===== config.mk =====
export PLATFORM = sky130hd
export DESIGN_NAME = fetch_unit_bp
export DESIGN_NICKNAME = d
export VERILOG_FILES = /design/src/rtl/fetch_unit_bp_pkg.sv /design/src/rtl/fetch_unit_bp_btb_2bit.sv /design/src/rtl/fetch_unit_bp.sv
export SDC_FILE = /design/constraint.sdc
export NUM_CORES = 2
export LEC_CHECK = 0
export CAP_MARGIN = 40
export CORE_AREA = 2 2 276 278
export CTS_BUF_LIST = sky130_fd_sc_hd__clkbuf_8
export DETAILED_ROUTE_END_ITERATION = 8
export DIE_AREA = 0 0 278 280
export GPL_ROUTABILITY_DRIVEN = 1
export HOLD_SLACK_MARGIN = 0.12
export PLACE_DENSITY = 0.67
export SYNTH_ARGS = -nofsm -noshare
export SYNTH_HDL_FRONTEND = slang
export SYNTH_HIERARCHICAL = 1
export SYNTH_SLANG_ARGS = --single-unit

===== constraint.sdc =====
create_clock -name clk -period 14.9 [get_ports clk]
set_input_delay 1.49 -clock clk [delete_from_list [all_inputs] [get_ports clk]]
set_output_delay 1.49 -clock clk [all_outputs]
set_load 0.05 [all_outputs]

===== src/rtl/fetch_unit_bp_pkg.sv =====
// Shared types, counter constants and width helpers for the fetch stage and its BTB.
package fetch_unit_bp_pkg;

  typedef logic [1:0] ctr_t;

  localparam ctr_t CTR_SNT = 2'd0;
  localparam ctr_t CTR_WNT = 2'd1;
  localparam ctr_t CTR_WT  = 2'd2;
  localparam ctr_t CTR_ST  = 2'd3;

  function automatic int idx_w(input int entries);
    return $clog2(entries);
  endfunction

  function automatic int tag_w(input int pc_w, input int entries);
    return pc_w - $clog2(entries);
  endfunction

  // Saturating 2-bit direction counter step.
  function automatic ctr_t ctr_next(input ctr_t c, input logic taken);
    if (taken)
      return (c == CTR_ST) ? CTR_ST : ctr_t'(c + 2'd1);
    else
      return (c == CTR_SNT) ? CTR_SNT : ctr_t'(c - 2'd1);
  endfunction

endpackage


===== src/rtl/fetch_unit_bp_btb_2bit.sv =====
// Direct-mapped BTB with 2-bit counters: FETCH_W combinational lookups, one training port.
module btb_2bit
  import fetch_unit_bp_pkg::*;
#(
  parameter int PC_W        = 16,
  parameter int BTB_ENTRIES = 16,
  parameter int FETCH_W     = 2
) (
  input  logic                    clk,
  input  logic                    rst,
  input  logic [FETCH_W*PC_W-1:0] look_pc,
  output logic [FETCH_W-1:0]      look_taken,
  output logic [FETCH_W*PC_W-1:0] look_target,
  input  logic                    upd_valid,
  input  logic [PC_W-1:0]         upd_pc,
  input  logic                    upd_taken,
  input  logic [PC_W-1:0]         upd_target
);

  localparam int IDX_W = idx_w(BTB_ENTRIES);
  localparam int TAG_W = tag_w(PC_W, BTB_ENTRIES);

  typedef struct packed {
    logic             valid;
    logic [TAG_W-1:0] tag;
    logic [PC_W-1:0]  target;
    ctr_t             ctr;
  } btb_entry_t;

  btb_entry_t mem_q [BTB_ENTRIES];

  for (genvar g = 0; g < FETCH_W; g++) begin : g_rd
    logic [PC_W-1:0] lpc;
    btb_entry_t      ent;
    assign lpc = look_pc[g*PC_W +: PC_W];
    assign ent = mem_q[lpc[IDX_W-1:0]];
    assign look_taken[g] = ent.valid && (ent.tag == lpc[PC_W-1:IDX_W]) && ent.ctr[1];
    assign look_target[g*PC_W +: PC_W] = ent.target;
  end

  logic [IDX_W-1:0] upd_idx;
  logic [TAG_W-1:0] upd_tag;
  logic             upd_hit;

  assign upd_idx = upd_pc[IDX_W-1:0];
  assign upd_tag = upd_pc[PC_W-1:IDX_W];
  assign upd_hit = mem_q[upd_idx].valid && (mem_q[upd_idx].tag == upd_tag);

  // Lookups read mem_q directly, so a same-cycle update is only seen next cycle.
  always_ff @(posedge clk or posedge rst) begin
    if (rst) begin
      for (int i = 0; i < BTB_ENTRIES; i++) begin
        mem_q[i] <= '{valid: 1'b0, tag: '0, target: '0, ctr: CTR_WNT};
      end
    end else if (upd_valid) begin
      if (upd_hit) begin
        mem_q[upd_idx].ctr <= ctr_next(mem_q[upd_idx].ctr, upd_taken);
        if (upd_taken) mem_q[upd_idx].target <= upd_target;
      end else if (upd_taken) begin
        mem_q[upd_idx] <= '{valid: 1'b1, tag: upd_tag, target: upd_target, ctr: CTR_WT};
      end
    end
  end

endmodule


===== src/rtl/fetch_unit_bp.sv =====
// Multi-issue fetch stage: owns the fetch PC, BTB-driven next-PC selection and the fetch/decode register.
module fetch_unit_bp
  import fetch_unit_bp_pkg::*;
#(
  parameter int              PC_W        = 16,
  parameter int              INSTR_W     = 32,
  parameter int              FETCH_W     = 2,
  parameter int              BTB_ENTRIES = 16,
  parameter logic [PC_W-1:0] RESET_PC    = '0
) (
  input  logic                       clk,
  input  logic                       rst,
  input  logic                       halt,
  output logic [PC_W-1:0]            imem_addr,
  output logic                       imem_en,
  input  logic [FETCH_W*INSTR_W-1:0] imem_rdata,
  input  logic                       redirect_valid,
  input  logic [PC_W-1:0]            redirect_pc,
  input  logic                       upd_valid,
  input  logic [PC_W-1:0]            upd_pc,
  input  logic                       upd_taken,
  input  logic [PC_W-1:0]            upd_target,
  output logic                       fd_valid,
  input  logic                       dec_ready,
  output logic [FETCH_W*INSTR_W-1:0] fd_instr,
  output logic [PC_W-1:0]            fd_pc,
  output logic [FETCH_W-1:0]         fd_slot_valid,
  output logic                       fd_pred_taken,
  output logic [PC_W-1:0]            fd_pred_target
);

  logic [PC_W-1:0]         pc_q;
  logic                    adv;
  logic [FETCH_W*PC_W-1:0] look_pc;
  logic [FETCH_W*PC_W-1:0] look_target;
  logic [FETCH_W-1:0]      look_taken;
  logic [FETCH_W-1:0]      slot_mask;
  logic                    pred_taken;
  logic [PC_W-1:0]         pred_target;
  logic [PC_W-1:0]         next_pc;

  assign adv       = !halt && !redirect_valid && (!fd_valid || dec_ready);
  assign imem_en   = adv;
  assign imem_addr = pc_q;

  for (genvar g = 0; g < FETCH_W; g++) begin : g_spc
    assign look_pc[g*PC_W +: PC_W] = pc_q + PC_W'(g);
  end

  btb_2bit #(
    .PC_W        (PC_W),
    .BTB_ENTRIES (BTB_ENTRIES),
    .FETCH_W     (FETCH_W)
  ) u_btb (
    .clk         (clk),
    .rst         (rst),
    .look_pc     (look_pc),
    .look_taken  (look_taken),
    .look_target (look_target),
    .upd_valid   (upd_valid),
    .upd_pc      (upd_pc),
    .upd_taken   (upd_taken),
    .upd_target  (upd_target)
  );

  // Slots up to and including the first predicted-taken one survive.
  always_comb begin
    slot_mask   = '0;
    pred_taken  = 1'b0;
    pred_target = '0;
    for (int i = 0; i < FETCH_W; i++) begin
      if (!pred_taken) begin
        slot_mask[i] = 1'b1;
        if (look_taken[i]) begin
          pred_taken  = 1'b1;
          pred_target = look_target[i*PC_W +: PC_W];
        end
      end
    end
    next_pc = pred_taken ? pred_target : pc_q + PC_W'(FETCH_W);
  end

  always_ff @(posedge clk or posedge rst) begin
    if (rst) begin
      pc_q           <= RESET_PC;
      fd_valid       <= 1'b0;
      fd_instr       <= '0;
      fd_pc          <= '0;
      fd_slot_valid  <= '0;
      fd_pred_taken  <= 1'b0;
      fd_pred_target <= '0;
    end else if (redirect_valid) begin
      pc_q     <= redirect_pc;
      fd_valid <= 1'b0;
    end else if (adv) begin
      pc_q           <= next_pc;
      fd_valid       <= 1'b1;
      fd_instr       <= imem_rdata;
      fd_pc          <= pc_q;
      fd_slot_valid  <= slot_mask;
      fd_pred_taken  <= pred_taken;
      fd_pred_target <= pred_target;
    end else if (dec_ready) begin
      fd_valid <= 1'b0;
    end
  end

endmodule


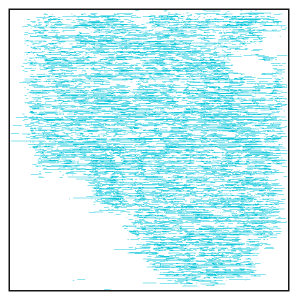
m1.png
Drawn at 1 px/um.
longest straight run	103 um
share of all routed wire	41%
main direction	horizontal
wire length on this layer	40.8 mm
vias post-DR: 22900
drt total wl: 99.5 mm
met1 Use GR: 34.6%

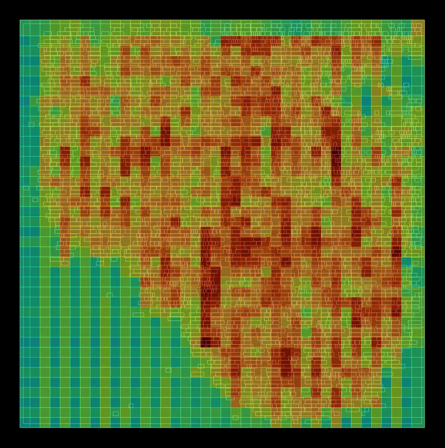
congestion_map.png
GRT Util Overall: 25.7%
DR WL/cell: 27.2 um
GR Layer Usage met2: 42.1%
final design utilization: 52.5%
Most Crowded Layer GR: met2

==> flow_metrics.py <==
# Flow results
metrics = {
    "timing": {
        "worst_slack_ns": 8.90,
        "setup_violations": 0,
        "maxSlewHeadroom_pct": 29.5,
        "final.setup.tns_ns": 0,
        "clock_skew_ns": 0.0684,
        "slew_viol_final": 0,
        "fin_crit_sh_pct": 40.3,
        "worst-slew-pin-transition_ns": 1.06,
        "rsz0062_at_grt": "false",
        "finalHoldViolations": 0,
        "layout_min_cycle_time_ns": 6.00,
        "max_clock_freq_mhz": 167,
    },
    "yosys": {
        "xor_area_share_pct": 1.48,
        "async_flop_share_pct": 100,
        "netlist_area_sq_mm": 0.0342,
        "mux_area_share_pct": 38.8,
        "ff_type": "dfrtp_1",
        "top_logic_kind": "multiplexers",
        "syn_avg_cell_area_sq_um": 14.0,
        "edf_count": 0,
        "yosysWarnings": 6,
        "ys_sh_simple_pct": 6.69,
        "syn_nets": 2570,
        "ys_sh_aoi_pct": 4.21,
        "synthDistinctLibCells": 78,
        "ys_sh_adder_pct": 0.106,
        "syn-instance-count": 2449,
        "ys_cells": 2449,
        "ys_ff": 612,
        "yosysChipArea_sq_mm": 0.0342,
        "synth_seq_share_pct": 44.8,
    },
    "clock_network": {
        "path_clk_slew_ns": 0.06,
        "cts_tree": "done",
        "cts_root_buffer": "clkbuf_8",
        "postCtsHoldBufs": 0,
        "ctsResizeCount": 0,
        "cts_sinks": 612,
        "post_cts_buffers": 0,
        "worstSkewPairLatency_ns": 0.74,
        "cts_buffer_depth": 3,
        "cts-buffers-inserted": 105,
        "htreeDepth": 3,
    },
    "cells_and_area": {
        "num-multi-input-gates": 1574,
        "final-clk-cell-share_pct": 5.60,
        "flop_area_sq_mm": 0.0153,
        "largest_reg_flops": 496,
        "largest_class": "combinational gates",
        "sh_comb_area_pct": 44.8,
        "inv_count": 30,
        "n_clock_buffer": 134,
        "drive_gt1_share_pct": 39.2,
        "n_antenna_cell": 2,
        "num-nonclk-buffers": 279,
        "reg_top3": "u_btb/mem_q (496), fd_instr (64)",
        "lay_top_cells": "dfrtp_1 (592), mux2_2 (371), mux4_2 (317)",
        "syn_to_final_growth_pct": 15.3,
        "nFillCells": 6209,
        "regMostFlops": "u_btb/mem_q",
        "seq_cell_count": 612,
        "final_common_cell": "dfrtp_1",
        "fin_nets": 2723,
        "logic_area_sq_mm": 0.0177,
        "final-nonclk-buf-share_pct": 7.28,
        "sh_seq_area_pct": 38.9,
    },
    "setup_path": {
        "cp.buffers_inverters": 3,
        "max_stage_delay_ns": 0.83,
        "crit_path_cell_trace": "buf_4 > mux4_2 > mux4_2 > xor2_1 > nor4_1 > nand4_1 > nor4_2 > buf_4 > nor2b_1 > buf_4 > a22oi_1 > o311ai_1 > a221o_1",
        "startpoint": "imem_addr[0]",
        "crit_fanout": 34,
        "cp.arrival_ns": 6.62,
        "crit_path_end_kind": "flip-flop",
        "worstSetupPathType": "reg2reg",
        "r2r_start": "imem_addr[0]",
        "required_ns": 15.52,
        "cp-start-kind": "flip-flop",
        "cpMostUsedCell": "buf_4",
        "slowest_stage": "dfrtp_4",
        "crit_family": "buffers and inverters",
    },
    "min_path": {
        "hp-start": "fd_instr[34]",
        "hp-class": "reg2reg",
    },
    "route": {
        "via_per_inst": 6.26,
        "wl_met3_mm": 6.29,
        "first_pass_iters": 6,
        "antenna_left": 0,
        "wl_met2_mm": 49.1,
        "routed.top_layer": "met5",
        "met1_length_mm": 40.8,
        "drt-initial-drc-count": 2001,
        "drc_errors": 0,
    },
    "power": {
        "powerDensity_mw_per_mm2": 136,
        "p_leak_nw": 16.8,
        "power.ir.vdd_worst_mv": 0.0657,
    },
    "outcome": {
        "status": "finished clean",
    },
    "floorplanning": {
        "die_x_um": 278,
        "rows": 101,
        "core_sq_mm": 0.0752,
        "die-height_um": 280,
        "n_tap_cell": 978,
        "fp_util_pct": 45.5,
        "ioPinCount": 236,
        "dieArea_sq_mm": 0.0778,
    },
    "placement": {
        "hpwl_mm": 63.7,
        "port_buffers": 235,
        "place.gp.congestion": 0.866,
        "post-place-ws_ns": 8.60,
    },
    "global_route": {
        "grt_pass1_wl_mm": 153,
        "antenna_found_initial": 4,
        "grt_pass1_vias": 24100,
        "use_met3_pct": 4.61,
        "grt-ovfl-total": 0,
        "grt_max_degree": 193,
    },
    "flow_run": {
        "cap_violations": 0,
        "tool_warnings": 30,
    },
}
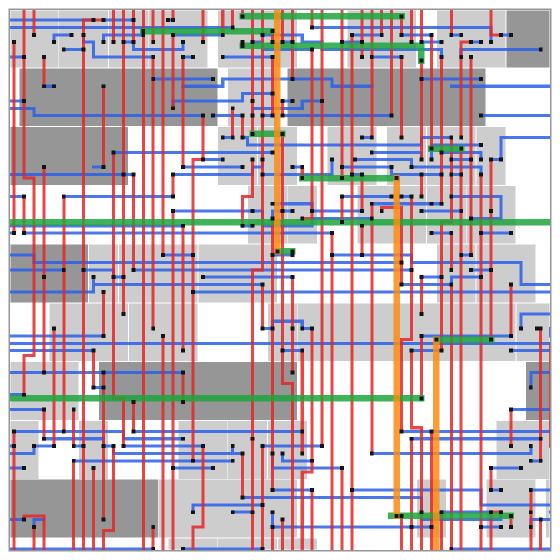
closeup.png
Region (196, 198) to (221, 223) um. Cells in grey, sequential cells in the stronger grey; small squares are vias.
layer	colour
M2	red
M4	orange
M1	blue
M3	green
most frequent	nand2_1 (5), dfrtp_1 (5)
cells with their middle in the window	43
sequential cells in the window	5
netlist names of flops here include	imem_addr (4), fd_pc (1)

[where the power goes]
group / switching (mW) / internal, mW
Clock: 0.729 / 0.864
Sequential: 0.288 / 1.96
Combinational: 0.697 / 0.810
[path summary, 6_finish.rpt]
check                              endpoint  slack, ns  depth (start not counted)
max                            imem_addr[9]       8.90                         13
max in group asynchronous   u_btb/mem_q[58]      11.56                          4
max reg2reg                    imem_addr[9]       8.90                         13
min in group asynchronous  u_btb/mem_q[344]       1.13                          2
min                            fd_instr[34]       0.47                          2
min reg2reg                    fd_instr[34]       0.47                          2
[cell families after synthesis]
| kind of cell | Yosys count |
|---|---|
| muxes | 838 |
| DFF | 612 |
| and+or+nand+nor | 473 |
| buffers and inverters | 263 |
| AOI/OAI and AO/OA | 202 |
| xor gates and xnor gates | 58 |
| adders and majority gates | 3 |
[through the flow]
step	std cells	util (%)	hold WS, ns	power, mW	instance area [sq um]
5_1_grt	3665	52.5	0.485	5.58	39500
3_5_place_dp	3473	49.5	0.458	3.77	37200
2_1_floorplan	2449	-	0.446	3.31	34200
4_1_cts	3663	52.5	0.473	5.38	39500
6_report	3665	52.5	0.472	5.35	39500
3_3_place_gp	3463	49.2	0.456	3.71	37000
[synth_stat cells (14+ instances only)]
cell      count  share of area, %
mux2i_1      65               1.9
nand3_1      18              0.26
mux4_2      317                21
nor2_1       49              0.54
buf_1        37              0.41
clkbuf_1     96               1.1
dfstp_2      16               1.2
buf_4        35              0.77
a21oi_1      22              0.32
a22oi_1      41              0.90
o21ai_0      38              0.56
dfrtp_1     596                44
xnor2_1      32              0.82
nand2_1     291               3.2
inv_1        29              0.32
nor2b_1      14              0.26
xor2_1       26              0.67
mux2_4       81               3.6
buf_2        50              0.73
nand2b_1     18              0.33
mux2_2      371                12
Power and IR drop assume default switching activity.
